## config.mk

```make
export PLATFORM = sky130hd
export DESIGN_NAME = video24bit_in_pack
export DESIGN_NICKNAME = d
export VERILOG_FILES = /design/src/rtl/video24bit_in_pack.sv
export SDC_FILE = /design/constraint.sdc
export NUM_CORES = 1
export LEC_CHECK = 0
export CAP_MARGIN = 20
export CORE_AREA = 2 2 179 181
export DETAILED_ROUTE_END_ITERATION = 6
export DIE_AREA = 0 0 181 183
export SETUP_SLACK_MARGIN = 0.5
export SLEW_MARGIN = 20
export SYNTH_ARGS = -nofsm -noshare
export SYNTH_HDL_FRONTEND = slang
export SYNTH_SLANG_ARGS = --single-unit
```

## constraint.sdc

```tcl
create_clock -name pclk -period 8.4 [get_ports pclk]
set_clock_uncertainty 0.15 [all_clocks]
set_input_delay 0.84 -clock pclk [delete_from_list [all_inputs] [get_ports pclk]]
set_output_delay 0.84 -clock pclk [all_outputs]
set_load 0.01 [all_outputs]
```

## src/rtl/video24bit_in_pack.sv

```systemverilog
// video24bit_in_pack: captures vsync/de framed 24-bit RGB, packs 8 pixels into three 64-bit DDR words
// Latency: a completed word appears on wr_data/wr_data_en one pclk after its last contributing pixel
// Backpressure: none toward the video source; a word meeting sync_fifo_full=1 is dropped and overflow sticks
module video24bit_in_pack #(
   parameter int ADDR_BITS = 25
) (
   input  logic                 pclk,
   input  logic                 prst_n,
   input  logic                 invsync,
   input  logic                 inhsync,
   input  logic                 inde,
   input  logic [23:0]          indata,
   input  logic [23:0]          video_width,
   input  logic [11:0]          video_height,
   input  logic [ADDR_BITS-1:0] video_baseaddr,
   input  logic                 sync_fifo_full,
   output logic                 wr_req,
   output logic [63:0]          wr_data,
   output logic                 wr_data_en,
   output logic [ADDR_BITS-1:0] baseaddr,
   output logic [23:0]          ddr_line_length,
   output logic [11:0]          ddr_col_length,
   output logic                 req_end,
   output logic                 overflow
);

   typedef enum logic [2:0] {
      IDLE  = 3'd0,
      FRAME = 3'd1,
      BLK   = 3'd2,
      LINE  = 3'd3,
      FLUSH = 3'd4,
      LEND  = 3'd5,
      WDE   = 3'd6,
      FEND  = 3'd7
   } state_t;

   state_t               state;
   logic [11:0]          w_lat;
   logic [11:0]          h_lat;
   logic [ADDR_BITS-1:0] ba_lat;
   logic                 invsync_d;
   logic                 vs_rise;
   logic                 vs_fall;
   logic [11:0]          pix_cnt;
   logic [11:0]          line_cnt;
   logic [2:0]           phase;
   logic [63:0]          acc;
   logic [63:0]          acc_nxt;
   logic [63:0]          word;
   logic                 word_done;
   logic                 take;
   logic [11:0]          cnt_after;
   logic [2:0]           phase_after;
   logic                 emit;
   logic [63:0]          emit_word;
   logic [13:0]          len_sum;
   logic                 unused_ok;

   // hsync is not needed for framing; only the low 12 bits of the width are meaningful
   assign unused_ok = ^{inhsync, video_width[23:12]};

   assign vs_rise = invsync & ~invsync_d;
   assign vs_fall = ~invsync & invsync_d;

   // 3*W bytes per line, rounded up to whole 64-bit words
   assign len_sum = ({2'b00, w_lat} * 14'd3) + 14'd7;

   // a pixel is taken only while waiting for/inside a line and the line is not yet W pixels long
   assign take        = inde && (pix_cnt < w_lat) && ((state == BLK) || (state == LINE));
   assign cnt_after   = take ? (pix_cnt + 12'd1) : pix_cnt;
   assign phase_after = take ? (phase + 3'd1) : phase;
   assign emit        = (take && word_done) || (state == FLUSH);
   assign emit_word   = (state == FLUSH) ? acc : word;

   // byte-stream packer: acc holds the partial word, unused low bits kept at zero
   always_comb begin
      acc_nxt   = acc;
      word      = 64'd0;
      word_done = 1'b0;
      case (phase)
         3'd0: acc_nxt = {indata, 40'd0};
         3'd1: acc_nxt[39:16] = indata;
         3'd2: begin
            word      = {acc[63:16], indata[23:8]};
            word_done = 1'b1;
            acc_nxt   = {indata[7:0], 56'd0};
         end
         3'd3: acc_nxt[55:32] = indata;
         3'd4: acc_nxt[31:8] = indata;
         3'd5: begin
            word      = {acc[63:8], indata[23:16]};
            word_done = 1'b1;
            acc_nxt   = {indata[15:0], 48'd0};
         end
         3'd6: acc_nxt[47:24] = indata;
         default: begin
            word      = {acc[63:24], indata};
            word_done = 1'b1;
            acc_nxt   = 64'd0;
         end
      endcase
   end

   // frame geometry latched during vsync and presented as registered request fields
   always_ff @(posedge pclk) begin
      if (!prst_n) begin
         invsync_d       <= 1'b0;
         w_lat           <= 12'd0;
         h_lat           <= 12'd0;
         ba_lat          <= '0;
         baseaddr        <= '0;
         ddr_col_length  <= 12'd0;
         ddr_line_length <= 24'd0;
      end else begin
         invsync_d <= invsync;
         if (invsync) begin
            w_lat  <= video_width[11:0];
            h_lat  <= video_height;
            ba_lat <= video_baseaddr;
         end
         baseaddr        <= ba_lat;
         ddr_col_length  <= h_lat;
         ddr_line_length <= {13'd0, len_sum[13:3]};
      end
   end

   // frame/line sequencer with the packer state and registered write-port outputs
   always_ff @(posedge pclk) begin
      if (!prst_n) begin
         state      <= IDLE;
         pix_cnt    <= 12'd0;
         line_cnt   <= 12'd0;
         phase      <= 3'd0;
         acc        <= 64'd0;
         wr_req     <= 1'b0;
         req_end    <= 1'b0;
         wr_data    <= 64'd0;
         wr_data_en <= 1'b0;
         overflow   <= 1'b0;
      end else begin
         wr_req     <= 1'b0;
         req_end    <= 1'b0;
         wr_data_en <= 1'b0;
         if (vs_rise) begin
            // a new vsync aborts whatever frame was in progress
            state    <= IDLE;
            overflow <= 1'b0;
            pix_cnt  <= 12'd0;
            line_cnt <= 12'd0;
            phase    <= 3'd0;
            acc      <= 64'd0;
         end else begin
            if (emit) begin
               if (sync_fifo_full) begin
                  overflow <= 1'b1;
               end else begin
                  wr_data    <= emit_word;
                  wr_data_en <= 1'b1;
               end
            end
            case (state)
               IDLE: begin
                  if (vs_fall) begin
                     state  <= FRAME;
                     wr_req <= 1'b1;
                  end
               end
               FRAME: begin
                  line_cnt <= 12'd0;
                  pix_cnt  <= 12'd0;
                  phase    <= 3'd0;
                  acc      <= 64'd0;
                  if (h_lat == 12'd0) begin
                     state   <= FEND;
                     req_end <= 1'b1;
                  end else begin
                     state <= BLK;
                  end
               end
               BLK: begin
                  if (take) begin
                     acc     <= acc_nxt;
                     phase   <= phase_after;
                     pix_cnt <= cnt_after;
                  end
                  if (inde) begin
                     state <= LINE;
                  end
               end
               LINE: begin
                  if (take) begin
                     acc     <= acc_nxt;
                     phase   <= phase_after;
                     pix_cnt <= cnt_after;
                  end
                  if (!inde || (cnt_after >= w_lat)) begin
                     state <= (phase_after != 3'd0) ? FLUSH : LEND;
                  end
               end
               FLUSH: begin
                  acc   <= 64'd0;
                  phase <= 3'd0;
                  state <= LEND;
               end
               LEND: begin
                  line_cnt <= line_cnt + 12'd1;
                  pix_cnt  <= 12'd0;
                  phase    <= 3'd0;
                  acc      <= 64'd0;
                  if ((line_cnt + 12'd1) == h_lat) begin
                     state   <= FEND;
                     req_end <= 1'b1;
                  end else begin
                     state <= WDE;
                  end
               end
               WDE: begin
                  if (!inde) begin
                     state <= BLK;
                  end
               end
               FEND: state <= FEND;
               default: state <= IDLE;
            endcase
         end
      end
   end

endmodule

```

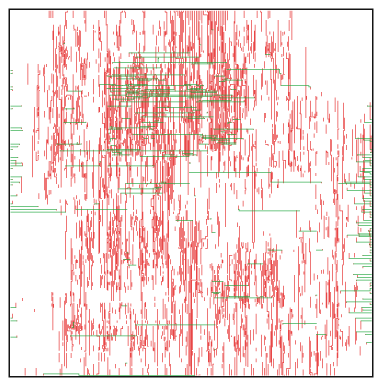
(images/layers.png)
Drawn at 2 px/um. Only two layers are drawn.
Key: red = M2 [wire length 15900 um]; green = M3 [wire length 2210 um]

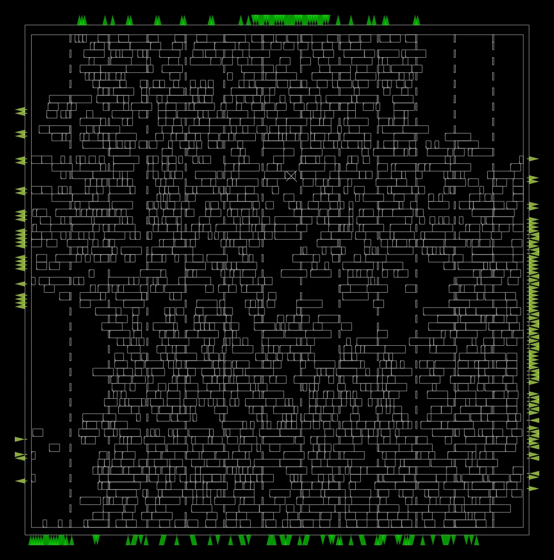
(images/placed.png)
flop count: 252
count of fill cells added during filler insertion: 3023
well-tap cell count: 402
post-layout utilization of the core: 0.491

==> worst max-delay path, cell delays in order <==
cell and delay, ps:
clkdlybuf4s50_1 600, nand4bb_4 140, and4bb_1 370, o211ai_2 270, nand2_1 150, buf_4 290
mux2_2 390, ha_1 270, o21ai_0 140, a21oi_1 60, o31ai_1 310, a21oi_1 190
a21o_1 190, o211a_1 120
==> power by group through the flow <==
stage          sequential [uW]  combinational [uW]  clock, uW
2_1_floorplan             1270                 155          0
3_3_place_gp              1270                 254          0
5_1_grt                   1250                 283       1390
6_report                  1240                 259       1300
4_1_cts                   1240                 259       1340
3_5_place_dp              1270                 258          0
==> synthesized netlist by cell type (20+ instances only) <==
cell      number  area share
and2_1        46       0.023
buf_2         20      0.0081
nand3_1       75       0.030
buf_1         23      0.0070
nor2_1       114       0.035
mux2i_1       84       0.068
a21oi_1       88       0.036
a222oi_1      32       0.026
o21ai_0       73       0.030
inv_1         24      0.0073
ha_1          52       0.053
nand2_1      122       0.037
clkbuf_1      87       0.027
nor3_1        20      0.0081
dfxtp_1      252        0.41
a22oi_1       34       0.021
nand4_1       43       0.022
==> registers in the layout, indices dropped and copies added (netlist names) <==
name             cells
pix_cnt             12
acc                 56
ddr_col_length      12
phase                3
ddr_line_length     11
wr_data_en           1
w_lat               12
overflow             1
invsync_d            1
state                3
baseaddr            25
req_end              1
line_cnt            12
h_lat               12
wr_req               1
wr_data             64
ba_lat              25
==> kinds of logic (layout without fill, tap and decap cells) <==
family | count (synthesis) | after routing
fa+ha+maj | 52 | 52
mux | 87 | 87
xor+xnor | 28 | 28
simple gates | 497 | 497
compound gates | 337 | 337
other cells | 1 | 13
flops | 252 | 252
buf+inv | 168 | 285
==> run summary <==
Implementation results. The run finished, with violations left. The checks that failed: DRC. Met3 wire length landed at approximately 2.2 mm.

Power share of the sequential group landed at 0.443. Entering global routing, the biggest net connects roughly 95 pins. Number of multi-input logic gates landed at ~1000.

After global routing, the most crowded layer is met2. Post-synthesis average cell area landed at about 8.7 sq um. Antenna diode count landed at 0.

Final cycle utilization of the critical path landed at 0.485. The synthesized netlist has a Yosys-reported chip area of roughly 12000 sq um. Share of synthesized cell area in and, or, nand and nor gates landed at 0.201. Wire length of the first global-routing pass landed at between 50 and 60 mm. The synthesized netlist was found by Yosys to have between 1000 and 1500 cells.

Looking at the cell usage after synthesis, the top flip-flop cell is dfxtp_1. In the power breakdown, the internal column shows about 2100 uW. For this run, design rule violations remaining after detail routing come to 1.

In the layout the commonest cells are dfxtp_1 (252), clkdlybuf4s50_1 (191), nand2_1 (122), nor2_1 (112), a21oi_1 (88). Prior to clock tree synthesis, the placed netlist has a worst setup slack of 3790 ps. The capture point of the critical path was reported as state[2].

Global-route usage over all layers landed at 0.204. Overall power landed at 2800 uW. The script computed the net switching share of total power as 0.235.

Total routed wire length on the met1 layer landed at roughly 15 mm. The worst register-to-register path begins at w_lat[2]. Dividing total power by cell area gives a power density of around 180 nW/um^2.

The wire length recorded after detailed routing is about 34 mm. Post-placement cell area landed at between 10000 and 15000 sq um. In the hold report, the worst path ends at baseaddr[4]. Looking at the reg2reg group, the worst path ends at state[2].

Time the final worst path needs with I/O delays and setup landed at about 4000 ps. Largest vdd supply drop landed at between 0.1 and 0.15 mV. The worst setup path is of the in2reg kind.

Non-clock buffer count in the final layout landed at around 210. Global routing met1 resource utilization landed at 0.273. Number of cells produced by synthesis landed at 1422. Tally of OpenROAD warnings landed at about 44. For this design, the CTS-stage hold fixing added 0 buffers. The area growth from synthesis to layout is 24.4%. Maximum frequency from static timing analysis landed at 0.245 GHz. Summed over all nets, wire length on met2 after detailed routing comes to about 16 mm. Proportion of power drawn by the clock network landed at 0.464. Placed cell count landed at 1903. Across all register-to-register paths, the minimum setup slack is 4370 ps. Number of nets in the final layout landed at around 1700. Worst-skew pair later-pin latency landed at roughly 550 ps. Setup slack on the critical path of the routed design comes to between 4000 and 5000 ps. In this run the most critical hold path is launched from ba_lat[4]. In the final layout, excluding clock inverters the inverter count is 24. Once detailed placement completed, the half-perimeter wirelength came to 22.9 mm.

Summing all non-filler instances in the final layout gives an area of ~15000 sq um. Post-synthesis async set-or-reset flop share landed at 0. Global route total overflow landed at 0.

The tree is rooted in a clkbuf_16. The most common logic cell in the final layout is dfxtp_1. Looking at the max-slew report, the worst-margin pin has a slew of 1120 ps.

Share of post-route cells with drive strength above 1 landed at 0.0690. Total setup violations reported at the end of the flow landed at 0. The count of cells in the finished layout, fillers not included, comes to 1953. Number of routed nets with antenna violations landed at 0.

Number of top-level design ports landed at 220. According to the floorplan report, the die width is around 180 um. The placement summary gives the final routability congestion estimate as 0.874. Number of synthesized register bits landed at ~250. STA classifies the critical path startpoint as a primary input. Number of hold violations in the final report landed at 0. Worst slew slack as a fraction of its limit landed at 0.255. The mapped netlist covers about 12000 sq um. In this run, synthesis inferred 0 flip-flops with an integrated enable. The data required time reported for the critical path is just under 9000 ps.
Power figures rest on the tool's default switching activity, not on a simulated workload.
